<file path="config.mk">
export PLATFORM = sky130hd
export DESIGN_NAME = uart_rx_fifo_ctrl_flat
export DESIGN_NICKNAME = d
export VERILOG_FILES = /design/src/rtl/uart_rx_fifo_ctrl_if.sv /design/src/rtl/uart_rx_fifo_ctrl.sv /design/src/flat_wrapper.sv
export SDC_FILE = /design/constraint.sdc
export NUM_CORES = 1
export LEC_CHECK = 0
export CAP_MARGIN = 15
export CORE_UTILIZATION = 45
export CTS_BUF_LIST = sky130_fd_sc_hd__clkbuf_8 sky130_fd_sc_hd__clkbuf_16
export DETAILED_ROUTE_END_ITERATION = 7
export PLACE_DENSITY = 0.6
export SLEW_MARGIN = 15
export SYNTH_ARGS = -nofsm -noshare
export SYNTH_HDL_FRONTEND = slang
export SYNTH_SLANG_ARGS = --single-unit
</file>
<file path="constraint.sdc">
create_clock -name clk_16mhz -period 4.33 [get_ports clk_16mhz]
set_input_delay 0.866 -clock clk_16mhz [delete_from_list [all_inputs] [get_ports clk_16mhz]]
set_output_delay 0.866 -clock clk_16mhz [all_outputs]
set_load 0.02 [all_outputs]
</file>
<file path="src/rtl/uart_rx_fifo_ctrl_if.sv">
// Receive-word handshake between the UART RX FIFO (master) and its consumer (slave).
interface uart_rx_fifo_ctrl_if #(
   parameter int DATA_WIDTH = 8
);
   logic [DATA_WIDTH-1:0] rx_data;
   logic                  rx_valid;
   logic                  rx_ready;

   modport master (output rx_data, output rx_valid, input rx_ready);
   modport slave  (input rx_data, input rx_valid, output rx_ready);
endinterface

</file>
<file path="src/rtl/uart_rx_fifo_ctrl.sv">
// UART receiver: runtime baud divisor, 3-sample majority vote, optional parity, 1/2 stop bits,
// feeding a first-word-fall-through FIFO with sticky framing/parity/overrun flags.
module uart_rx_fifo_ctrl #(
   parameter int F_CLK      = 16000000,
   parameter int DATA_WIDTH = 8,
   parameter int OVERSAMPLE = 16,
   parameter int DIV_WIDTH  = 16,
   parameter int FIFO_DEPTH = 16
) (
   input  logic                            clk_16mhz,
   input  logic                            rstn,
   input  logic [DIV_WIDTH-1:0]            baud_div,
   input  logic                            parity_en,
   input  logic                            parity_odd,
   input  logic                            stop_bits2,
   input  logic                            serial_in,
   uart_rx_fifo_ctrl_if.master             rx_bus,
   output logic [$clog2(FIFO_DEPTH+1)-1:0] fifo_count,
   output logic                            rx_busy,
   output logic                            frame_err,
   output logic                            parity_err,
   output logic                            overrun_err,
   input  logic                            err_clr
);
   localparam int CW = $clog2(FIFO_DEPTH + 1);
   localparam int AW = $clog2(FIFO_DEPTH);
   localparam int OW = $clog2(OVERSAMPLE);
   localparam int BW = $clog2(DATA_WIDTH);
   localparam logic [OW-1:0] OS_S0   = OW'(OVERSAMPLE / 2 - 1);
   localparam logic [OW-1:0] OS_S1   = OW'(OVERSAMPLE / 2);
   localparam logic [OW-1:0] OS_VOTE = OW'(OVERSAMPLE / 2 + 1);
   localparam logic [OW-1:0] OS_END  = OW'(OVERSAMPLE - 1);
   localparam logic [BW-1:0] BIT_LAST = BW'(DATA_WIDTH - 1);

   if (DATA_WIDTH < 5 || DATA_WIDTH > 9 || OVERSAMPLE < 8 || (OVERSAMPLE % 2) != 0 ||
       FIFO_DEPTH < 2 || (FIFO_DEPTH & (FIFO_DEPTH - 1)) != 0 || F_CLK <= 0) begin : g_param_check
      $error("uart_rx_fifo_ctrl: illegal parameter set");
   end

   typedef enum logic [2:0] {ST_IDLE, ST_START, ST_DATA, ST_PARITY, ST_STOP} state_t;

   function automatic logic majority3(input logic a, input logic b, input logic c);
      return (a & b) | (a & c) | (b & c);
   endfunction

   function automatic logic parity_mismatch(input logic [DATA_WIDTH-1:0] word, input logic odd,
                                            input logic pbit);
      return pbit != ((^word) ^ odd);
   endfunction

   state_t                 state, state_nxt;
   logic                   sync_p0, sync_p1, line_p2;
   logic                   start_det;
   logic [DIV_WIDTH-1:0]   tick_cnt, div_q;
   logic                   par_en_q, par_odd_q, stop2_q;
   logic                   tick, at_vote, at_end, vote;
   logic [OW-1:0]          os_cnt;
   logic                   samp0, samp1;
   logic [BW-1:0]          bit_idx;
   logic                   stop_idx, stop_bad, par_bit;
   logic [DATA_WIDTH-1:0]  shreg;
   logic                   frame_done, set_ferr, set_perr, set_oerr, push_req;
   logic                   pop, full, push_ok;
   logic [AW-1:0]          wr_ptr, rd_ptr;
   logic [DATA_WIDTH-1:0]  mem [FIFO_DEPTH];

   // Stage p0/p1: line synchroniser; p2 holds the previous synchronised level for edge detect
   always_ff @(posedge clk_16mhz or negedge rstn) begin
      if (!rstn) begin
         sync_p0 <= 1'b1;
         sync_p1 <= 1'b1;
         line_p2 <= 1'b1;
      end else begin
         sync_p0 <= serial_in;
         sync_p1 <= sync_p0;
         line_p2 <= sync_p1;
      end
   end

   assign start_det = (state == ST_IDLE) && line_p2 && !sync_p1;
   assign tick      = (tick_cnt == div_q);
   assign at_vote   = tick && (os_cnt == OS_VOTE);
   assign at_end    = tick && (os_cnt == OS_END);
   assign vote      = majority3(samp0, samp1, sync_p1);

   always_ff @(posedge clk_16mhz or negedge rstn) begin
      if (!rstn) state <= ST_IDLE;
      else       state <= state_nxt;
   end

   always_comb begin
      state_nxt = state;
      unique case (state)
         ST_IDLE:   if (start_det) state_nxt = ST_START;
         ST_START:  if (at_vote && vote) state_nxt = ST_IDLE;
                    else if (at_end) state_nxt = ST_DATA;
         ST_DATA:   if (at_end && bit_idx == BIT_LAST) state_nxt = par_en_q ? ST_PARITY : ST_STOP;
         ST_PARITY: if (at_end) state_nxt = ST_STOP;
         ST_STOP:   if (at_vote && stop_idx == stop2_q) state_nxt = ST_IDLE;
         default:   state_nxt = ST_IDLE;
      endcase
   end

   // The frame completes mid-bit at the last stop vote so a back-to-back start edge is not missed
   always_comb begin
      rx_busy    = (state != ST_IDLE);
      frame_done = (state == ST_STOP) && at_vote && (stop_idx == stop2_q);
      set_ferr   = frame_done && (stop_bad || !vote);
      set_perr   = frame_done && par_en_q && parity_mismatch(shreg, par_odd_q, par_bit);
      push_req   = frame_done && !set_ferr && !set_perr;
   end

   always_ff @(posedge clk_16mhz or negedge rstn) begin
      if (!rstn) begin
         tick_cnt  <= '0;
         div_q     <= '0;
         par_en_q  <= 1'b0;
         par_odd_q <= 1'b0;
         stop2_q   <= 1'b0;
         os_cnt    <= '0;
         samp0     <= 1'b1;
         samp1     <= 1'b1;
         bit_idx   <= '0;
         stop_idx  <= 1'b0;
         stop_bad  <= 1'b0;
         par_bit   <= 1'b0;
      end else if (start_det) begin
         tick_cnt  <= '0;
         div_q     <= baud_div;
         par_en_q  <= parity_en;
         par_odd_q <= parity_odd;
         stop2_q   <= stop_bits2;
         os_cnt    <= '0;
         bit_idx   <= '0;
         stop_idx  <= 1'b0;
         stop_bad  <= 1'b0;
      end else begin
         tick_cnt <= tick ? '0 : tick_cnt + 1'b1;
         if (tick) begin
            os_cnt <= at_end ? '0 : os_cnt + 1'b1;
            if (os_cnt == OS_S0) samp0 <= sync_p1;
            if (os_cnt == OS_S1) samp1 <= sync_p1;
         end
         if (at_vote && state == ST_PARITY) par_bit <= vote;
         if (at_vote && state == ST_STOP && !vote) stop_bad <= 1'b1;
         if (at_end && state == ST_DATA) bit_idx <= bit_idx + 1'b1;
         if (at_end && state == ST_STOP) stop_idx <= 1'b1;
      end
   end

   always_ff @(posedge clk_16mhz) begin
      if (state == ST_DATA && at_vote) shreg <= {vote, shreg[DATA_WIDTH-1:1]};
   end

   // A simultaneous pop frees the slot, so a push into a full FIFO is still accepted
   assign pop      = rx_bus.rx_valid && rx_bus.rx_ready;
   assign full     = (fifo_count == CW'(FIFO_DEPTH));
   assign push_ok  = push_req && (!full || pop);
   assign set_oerr = push_req && full && !pop;

   always_ff @(posedge clk_16mhz) begin
      if (push_ok) mem[wr_ptr] <= shreg;
   end

   always_ff @(posedge clk_16mhz or negedge rstn) begin
      if (!rstn) begin
         wr_ptr     <= '0;
         rd_ptr     <= '0;
         fifo_count <= '0;
      end else begin
         if (push_ok) wr_ptr <= wr_ptr + 1'b1;
         if (pop)     rd_ptr <= rd_ptr + 1'b1;
         fifo_count <= fifo_count + CW'(push_ok) - CW'(pop);
      end
   end

   assign rx_bus.rx_valid = (fifo_count != '0);
   assign rx_bus.rx_data  = rx_bus.rx_valid ? mem[rd_ptr] : '0;

   // A set event outranks err_clr in the same cycle
   always_ff @(posedge clk_16mhz or negedge rstn) begin
      if (!rstn) begin
         frame_err   <= 1'b0;
         parity_err  <= 1'b0;
         overrun_err <= 1'b0;
      end else begin
         frame_err   <= set_ferr || (frame_err   && !err_clr);
         parity_err  <= set_perr || (parity_err  && !err_clr);
         overrun_err <= set_oerr || (overrun_err && !err_clr);
      end
   end
endmodule

</file>
<file path="src/flat_wrapper.sv">
// flat-port wrapper written by rule: the top's interface ports become plain ports
module uart_rx_fifo_ctrl_flat 
#(
   parameter int F_CLK      = 16000000,
   parameter int DATA_WIDTH = 8,
   parameter int OVERSAMPLE = 16,
   parameter int DIV_WIDTH  = 16,
   parameter int FIFO_DEPTH = 16
)
  (clk_16mhz, rstn, baud_div, parity_en, parity_odd, stop_bits2, serial_in, fifo_count, rx_busy, frame_err, parity_err, overrun_err, err_clr, rx_bus_rx_data, rx_bus_rx_valid, rx_bus_rx_ready);
  uart_rx_fifo_ctrl_if #(.DATA_WIDTH(DATA_WIDTH)) rx_bus_i ();
  input  logic clk_16mhz;
  input  logic rstn;
  input  logic [DIV_WIDTH-1:0] baud_div;
  input  logic parity_en;
  input  logic parity_odd;
  input  logic stop_bits2;
  input  logic serial_in;
  output logic [$clog2(FIFO_DEPTH+1)-1:0] fifo_count;
  output logic rx_busy;
  output logic frame_err;
  output logic parity_err;
  output logic overrun_err;
  input  logic err_clr;
  output wire logic [$bits(rx_bus_i.rx_data)-1:0] rx_bus_rx_data;
  output wire logic [$bits(rx_bus_i.rx_valid)-1:0] rx_bus_rx_valid;
  input wire logic [$bits(rx_bus_i.rx_ready)-1:0] rx_bus_rx_ready;
  assign rx_bus_rx_data = rx_bus_i.rx_data;
  assign rx_bus_rx_valid = rx_bus_i.rx_valid;
  assign rx_bus_i.rx_ready = rx_bus_rx_ready;
  uart_rx_fifo_ctrl #(.F_CLK(F_CLK), .DATA_WIDTH(DATA_WIDTH), .OVERSAMPLE(OVERSAMPLE), .DIV_WIDTH(DIV_WIDTH), .FIFO_DEPTH(FIFO_DEPTH)) u_core (.clk_16mhz(clk_16mhz), .rstn(rstn), .baud_div(baud_div), .parity_en(parity_en), .parity_odd(parity_odd), .stop_bits2(stop_bits2), .serial_in(serial_in), .rx_bus(rx_bus_i), .fifo_count(fifo_count), .rx_busy(rx_busy), .frame_err(frame_err), .parity_err(parity_err), .overrun_err(overrun_err), .err_clr(err_clr));
endmodule
</file>
==> run_1/congestion.png <==
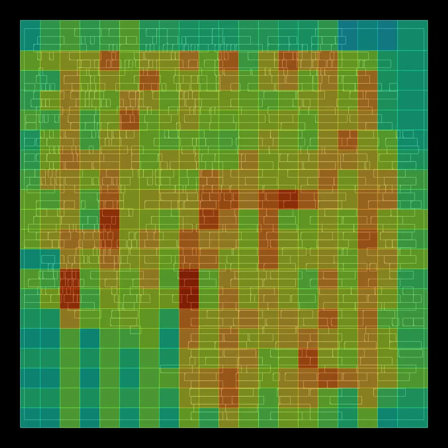
grt peak-use layer: met2
routed length per instance: 18.6 um

==> run_1/placement_by_type.png <==
Scale bar: 50 um. Fill, decap, tap and diode cells in grey.
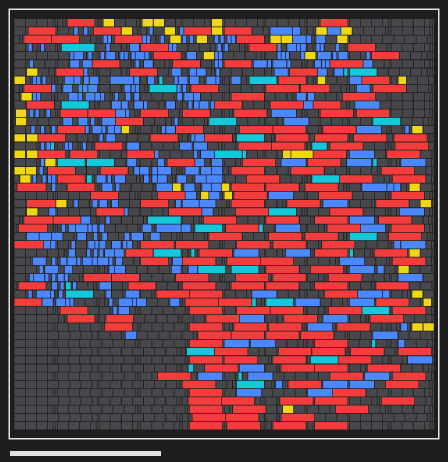
[flops] red | cells: 205
[clock drivers and dummy loads] cyan | cells: 40
[combinational and other logic] blue | cells: 343
[other buffers and delay cells] yellow | cells: 50
core area: 0.0189 mm^2
final core occ: 0.541
fraction of area in registers: 0.569

==> job_summary.md, run 1 <==
## PnR job results

| Metric | Value |
|---|---|
| Bufs on Longest Clock Path | `3` |
| Post-CTS sizing | `0` |
| Sinks on Clock Net | `205` |
| Final setup violation count | `0` |
| Outcome | `finished clean` |
| Global Route Usage Sum | `0.179` |
| Yosys simple share | `0.106` |
| Die X | `142 um` |
| Initial Util | `0.464` |
| Slew HR | `0.286` |
| Top-area cell share | `0.466` |
| Post-synth EDFFs | `136` |
| Yosys adder share | `0.0277` |
| Yosys cell count | `570` |
| Design area | `0.0102 mm^2` |
| Unique cell types | `48` |
| First-pass GRT wire length | `27600 um` |
| Req. time, crit path | `3.46 ns` |
| FFs w/ async S/R, synth | `0.337` |
| Mux contribution to synthesized area | `0.115` |
| Cell Area, Synth | `0.00877 mm^2` |
| Hpwl dp | `11000 um` |
==> run_1/layer_met1.png <==
Supply wires on this layer in grey.
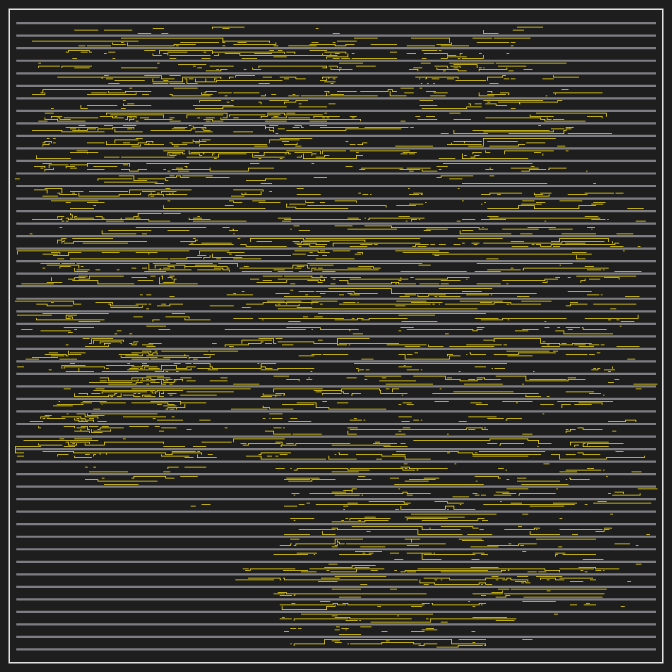
nets with wire on the layer: 608
share of all routed wire: 45%
longest straight run: 43.2 um
Via Count: 4691
Post-Route WL: 16700 um
global routing usage on met1: 0.250

==> run_1/layer_met4.png <==
Scale bar: 50 um. Supply wires on this layer in grey. Cells faint in the background.
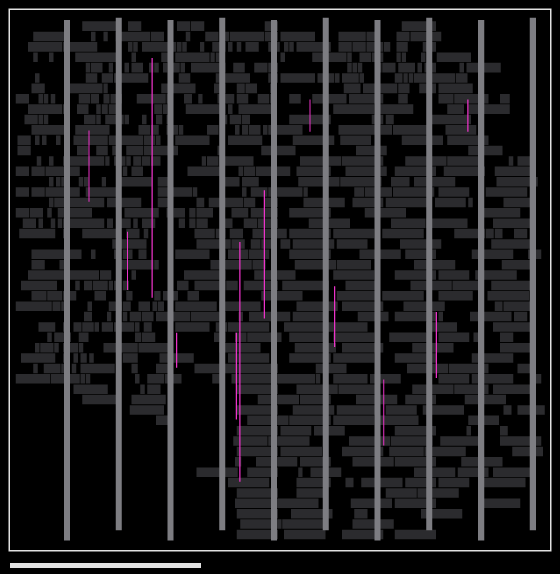
share of all routed wire: 1.7%
longest straight run: 62.6 um
main direction: vertical
nets with wire on the layer: 6

## run 1: cell type report
class	instances	area [um^2]	share of cell area
clock inverter	16	116	0.0114
timing repair buffer	50	488	0.0477
sequential	205	5820	0.569
clock buffer	24	589	0.0576
inverter	20	76.3	0.00746
multi-input combinational	323	2810	0.275
tap	260	325	0.0318
## run 1: per-layer routing
metal	routed length [um]	up-vias	share of wire	GRT usage
met2	8070	94	0.48	0.295
met3	772	25	0.046	0.0263
met1	7530	2366	0.45	0.250
met5	0	-	0	0
li1	-	2206	-	-
met4	289	0	0.017	0.0487
## run 1: cell families after synthesis
kind of cell	after synthesis
flops	205
simple gates	186
xor+xnor	51
mux	50
buf+inv	42
fa+ha+maj	19
compound gates	17
## run 1: through the flow
stage                     cells  setup slack [ns]  utilization
after floorplan             570              1.19            -
after global placement      858             0.918        0.504
after detailed placement    858             0.801        0.504
after CTS                   898             0.424        0.541
after global routing        898             0.315        0.541
final                       898             0.468        0.541
## run 1: path summary, 6_finish.rpt
check	startpoint	to	slack, ns	depth (start not counted)
worst min register to register	u_core.sync_p0	u_core.sync_p1	0.36	0
worst min-delay path	u_core.sync_p0	u_core.sync_p1	0.36	0
max in group asynchronous	rstn	u_core.rd_ptr[0]	3.20	1
min in group asynchronous	rstn	u_core.fifo_count[4]	0.50	1
worst max-delay path	u_core.rd_ptr[0]	rx_bus_rx_data[5]	0.47	5
worst max register to register	u_core.shreg[5]	u_core.fifo_count[4]	0.81	14
## run 1: critical path: stages (launching register included)
cell             delay [ns]
dfrtp_2                0.52
buf_12                 0.24
mux4_2                 0.54
mux4_2                 0.50
nor2b_1                0.15
clkdlybuf4s50_1        0.53
## run 1: power groups by stage
stage	combinational, mW	clock (mW)	sequential (mW)
after floorplan	0.889	0	2.44
after global placement	1.14	0	2.52
after detailed placement	1.16	0	2.53
after CTS	1.17	1.85	2.49
after global routing	1.28	1.92	2.53
final	1.15	1.80	2.49
## run 1: sequential cells by signal (all words and copies together), names as in the netlist, 3 cells and up
signal             count
u_core.mem           128
u_core.bit_idx         3
u_core.state           3
u_core.fifo_count      5
u_core.div_q          16
u_core.os_cnt          4
u_core.wr_ptr          4
u_core.rd_ptr          4
u_core.shreg           8
u_core.tick_cnt       16
==> run 2: changes to the inputs <==
Settings changed: SKIP_CTS_REPAIR_TIMING from default to 1.
==> run_2/congestion.png <==
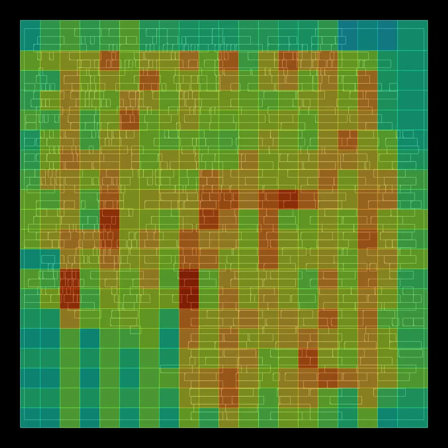
Global Route Usage Sum: 0.179
met2 Use GR: 0.295
GR Util met3: 0.0263

==> run_2/cell_density.png <==
The die is cut into 14 by 14 equal tiles; white is low, dark blue is high, 0 to 100% covered.
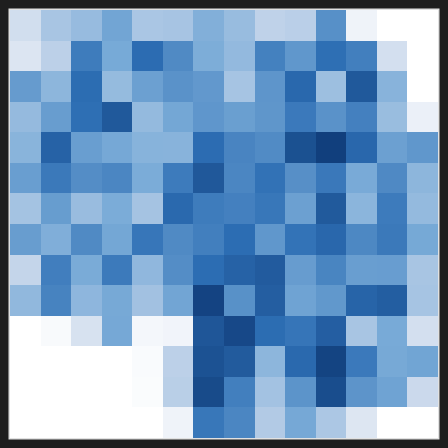
mean over tiles: 49%
emptiest ninth of the die: bottom left
nearly empty tiles: 10%
tiles over 75% full: 16%
densest ninth of the die: middle
Initial Util: 0.464

==> run 2 against run 1 <==
- via count unchanged
- largest cell class unchanged
- synthesized area unchanged
- critical path type unchanged
- clock power about the same
- routed wire length unchanged
- fmax unchanged
- largest power group unchanged
- sequential cell count unchanged
- worst hold slack unchanged
- sequential share of layout area unchanged
- synthesized cell count unchanged
- combinational power about the same
- count of clock-buffer cells in the layout unchanged
==> job_summary.md, run 2 <==
## PnR job results

| Metric | Value |
|---|---|
| Outcome | `finished clean` |
| Critical path origin | `u_core.rd_ptr[0]` |
| Sinks on Clock Net | `205` |
| Unique cell types | `48` |
| Drt drc | `0` |
| FFs w/ async S/R, synth | `0.337` |
| Routed length per instance | `18.6 um` |
| Final Worst Setup Slack | `0.468 ns` |
| Via Count | `4691` |
| Clock network fraction of design power | `0.331` |
| Final setup violation count | `0` |
| Reg2reg start | `u_core.shreg[5]` |
| Max reg flops | `128` |
| First-pass GRT wire length | `27600 um` |
| Req. time, crit path | `3.46 ns` |
| Die X | `142 um` |
| Biggest register | `u_core.mem` |
| Top Registers | `u_core.mem: 128 flops, u_core.div_q: 16 flops, u_core.tick_cnt: 16 flops` |
| Post-synth EDFFs | `136` |
| Min-delay src | `u_core.sync_p0` |
| Post-Route WL | `16700 um` |
| Top-area cell share | `0.466` |
| Slew HR | `0.286` |
| Yosys cell count | `570` |
| Pre-CTS WS | `0.801 ns` |
| Bufs on Longest Clock Path | `3` |
| Core area | `0.0189 mm^2` |
| Hpwl dp | `11000 um` |
| Dominant cell by count in the synthesized netlist | `edfxtp_1` |
==> run_2/layer_met4.png <==
Scale bar: 50 um. Supply wires on this layer in grey. Cells faint in the background.
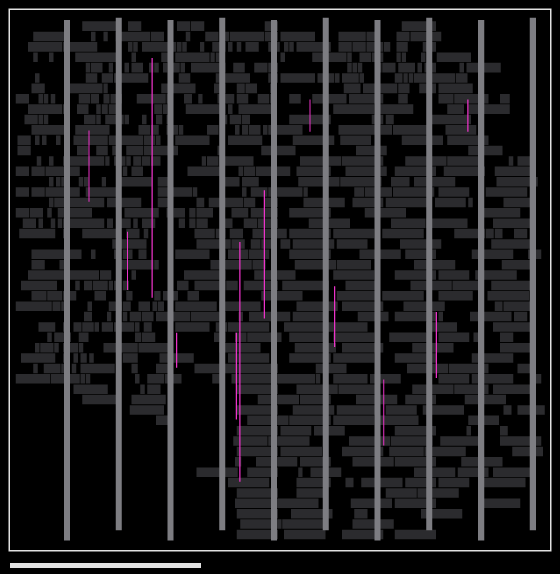
main direction: vertical
longest straight run: 62.6 um
wire length on this layer: 289 um

## run 2: power by group through the flow
stage	sequential [mW]	combinational (mW)	clock, mW
after CTS	2.49	1.17	1.85
after detailed placement	2.53	1.16	0
after global placement	2.52	1.14	0
after global routing	2.53	1.28	1.92
final	2.49	1.15	1.80
after floorplan	2.44	0.889	0
## run 2: worst max-delay path, cell delays in order, from the launching register on
cell	delay (ns)
dfrtp_2	0.52
buf_12	0.24
mux4_2	0.54
mux4_2	0.50
nor2b_1	0.15
clkdlybuf4s50_1	0.53
## run 2: layer usage
layer,GRT usage,routed length (um),vias up
li1,-,-,2206
met4,0.0487,289,0
met5,0,0,-
met3,0.0263,772,25
met1,0.250,7530,2366
met2,0.295,8070,94
## run 2: path summary, 6_finish.rpt
path / to / slack, ns / cells after the start
setup / recovery: rx_bus_rx_data[5] / 0.47 / 5
hold / removal: u_core.sync_p1 / 0.36 / 0
setup reg to reg: u_core.fifo_count[4] / 0.81 / 14
hold reg to reg: u_core.sync_p1 / 0.36 / 0
max in group asynchronous: u_core.rd_ptr[0] / 3.20 / 1
min in group asynchronous: u_core.fifo_count[4] / 0.50 / 1
## run 2: cell families after synthesis
| group | share of synthesized area |
|---|---|
| AOI/OAI and AO/OA | 0.0153 |
| DFF | 0.663 |
| buffers and inverters | 0.0196 |
| and+or+nand+nor | 0.106 |
| adders and majority gates | 0.0277 |
| muxes | 0.115 |
| xor gates and xnor gates | 0.0525 |
## run 2: layout make-up
type | instances | area [um^2] | share of cell area
timing repair buffer | 50 | 488 | 0.0477
tap | 260 | 325 | 0.0318
sequential | 205 | 5820 | 0.569
inverter | 20 | 76.3 | 0.00746
clock inverter | 16 | 116 | 0.0114
clock buffer | 24 | 589 | 0.0576
multi-input combinational | 323 | 2810 | 0.275
## run 2: metrics by stage
stage	cells	hold slack [ns]	total power [mW]	cell area (um^2)	util
floorplan	570	0.345	3.33	8770	-
global route	898	0.360	5.73	10200	0.541
global placement	858	0.352	3.66	9510	0.504
CTS	898	0.362	5.51	10200	0.541
finish	898	0.362	5.44	10200	0.541
detailed placement	858	0.350	3.70	9510	0.504
==> run 3: changes to the inputs <==
Settings changed: CTS_CLUSTER_DIAMETER from default to 80.
==> run_3/placement_by_type.png <==
Scale bar: 50 um. Fill, decap, tap and diode cells in grey.
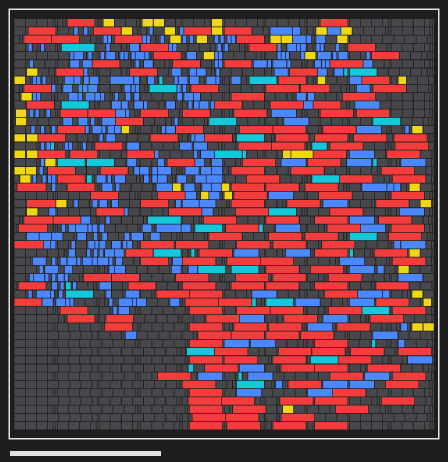
[clock drivers and dummy loads] cyan | cells: 40
[combinational and other logic] blue | cells: 343
[flops] red | cells: 205
[other buffers and delay cells] yellow | cells: 50
design area: 0.0102 mm^2
row cnt: 50

==> run_3/layer_met4.png <==
Scale bar: 50 um. Supply wires on this layer in grey. Cells faint in the background.
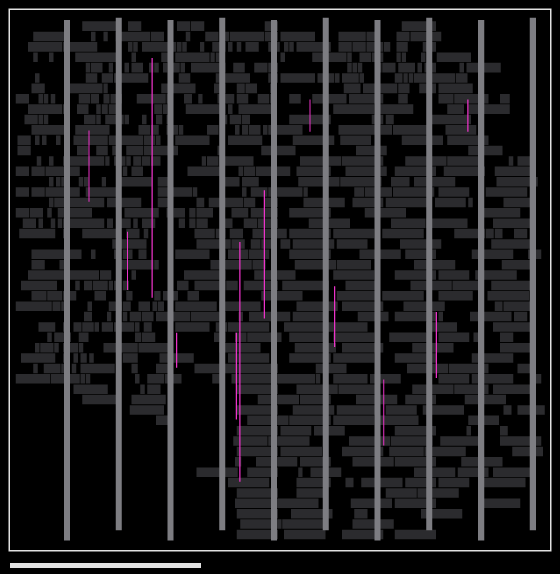
share of all routed wire: 1.7%
wire length on this layer: 289 um
longest straight run: 62.6 um

==> run 3 against run 2 <==
- first-iteration DRC count did not move
- setup slack unchanged
- total power is the same
- die size did not move
- highest routed layer unchanged
==> job_summary.md, run 3 <==
## PnR job results

| Metric | Value |
|---|---|
| Min-delay src | `u_core.sync_p0` |
| Buf+Inv Stages, Crit Path | `2` |
| Met2 Use GR | `0.295` |
| Die X | `142 um` |
| Reg2reg end | `u_core.fifo_count[4]` |
| Slew HR | `0.286` |
| Bufs on Longest Clock Path | `3` |
| Grt peak-use layer | `met2` |
| Top Registers | `u_core.mem: 128 flops, u_core.div_q: 16 flops, u_core.tick_cnt: 16 flops` |
| Sinks on Clock Net | `205` |
| Worst Hold Depth | `0` |
| Req. time, crit path | `3.46 ns` |
| Outcome | `finished clean` |
| Crit path max-delay family | `multiplexers` |
| Post-Route WL | `16700 um` |
| Pre-CTS WS | `0.801 ns` |
| Critical path's most frequent cell | `mux4_2` |
| Flop area | `0.00582 mm^2` |
| Dominant cell by count in the synthesized netlist | `edfxtp_1` |
| R2R Setup Slk | `0.81 ns` |
| Fin cells | `898` |
| Clock network fraction of design power | `0.331` |
| Yosys cell count | `570` |
==> run_3/cell_density.png <==
The die is cut into 14 by 14 equal tiles; white is low, dark blue is high, 0 to 100% covered.
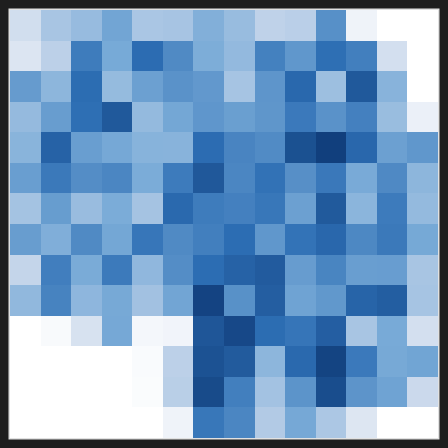
nearly empty tiles: 10%
fullest tile: 94%
emptiest ninth of the die: bottom left
mean over tiles: 49%

==> run 3: cell counts in the layout (fill, tap and decap cells not counted) <==
Identical to the previous run, type by type.
==> run 3: power groups by stage <==
stage / clock network (mW) / logic [mW] / registers (mW)
6_report: 1.80 / 1.15 / 2.49
5_1_grt: 1.92 / 1.28 / 2.53
4_1_cts: 1.85 / 1.17 / 2.49
3_5_place_dp: 0 / 1.16 / 2.53
3_3_place_gp: 0 / 1.14 / 2.52
2_1_floorplan: 0 / 0.889 / 2.44
==> run 3: cell families (layout without fill, tap and decap cells) <==
| group | after synthesis | after routing | share of synthesized area |
|---|---|---|---|
| and+or+nand+nor | 186 | 186 | 0.106 |
| adders and majority gates | 19 | 19 | 0.0277 |
| muxes | 50 | 50 | 0.115 |
| xor gates and xnor gates | 51 | 51 | 0.0525 |
| DFF | 205 | 205 | 0.663 |
| AOI/OAI and AO/OA | 17 | 17 | 0.0153 |
| buffers and inverters | 42 | 110 | 0.0196 |
==> run 3: worst max path at each step <==
| stage | from | to | slack, ns |
|---|---|---|---|
| floorplan | u_core.shreg[5] | u_core.mem[0][0] | 1.19 |
| global placement | rx_bus_rx_ready | u_core.fifo_count[4] | 0.92 |
| detailed placement | u_core.shreg[5] | u_core.fifo_count[4] | 0.80 |
| CTS | u_core.rd_ptr[0] | rx_bus_rx_data[2] | 0.42 |
| global route | u_core.rd_ptr[0] | rx_bus_rx_data[7] | 0.31 |
| finish | u_core.rd_ptr[0] | rx_bus_rx_data[5] | 0.47 |
==> run 3: cell type report <==
class                      instances  area share
clock buffer                      24      0.0576
clock inverter                    16      0.0114
inverter                          20     0.00746
multi-input combinational        323       0.275
sequential                       205       0.569
tap                              260      0.0318
timing repair buffer              50      0.0477
==> run 3: metal layers <==
metal	share of wire	vias to the layer above
met5	0	-
met4	0.017	0
met3	0.046	25
met2	0.48	94
met1	0.45	2366
li1	-	2206
==> run 3: through the flow <==
stage	cell area, um^2	total power, mW
6_report	10200	5.44
5_1_grt	10200	5.73
4_1_cts	10200	5.51
3_5_place_dp	9510	3.70
3_3_place_gp	9510	3.66
2_1_floorplan	8770	3.33
Power figures rest on the tool's default switching activity, not on a simulated workload.
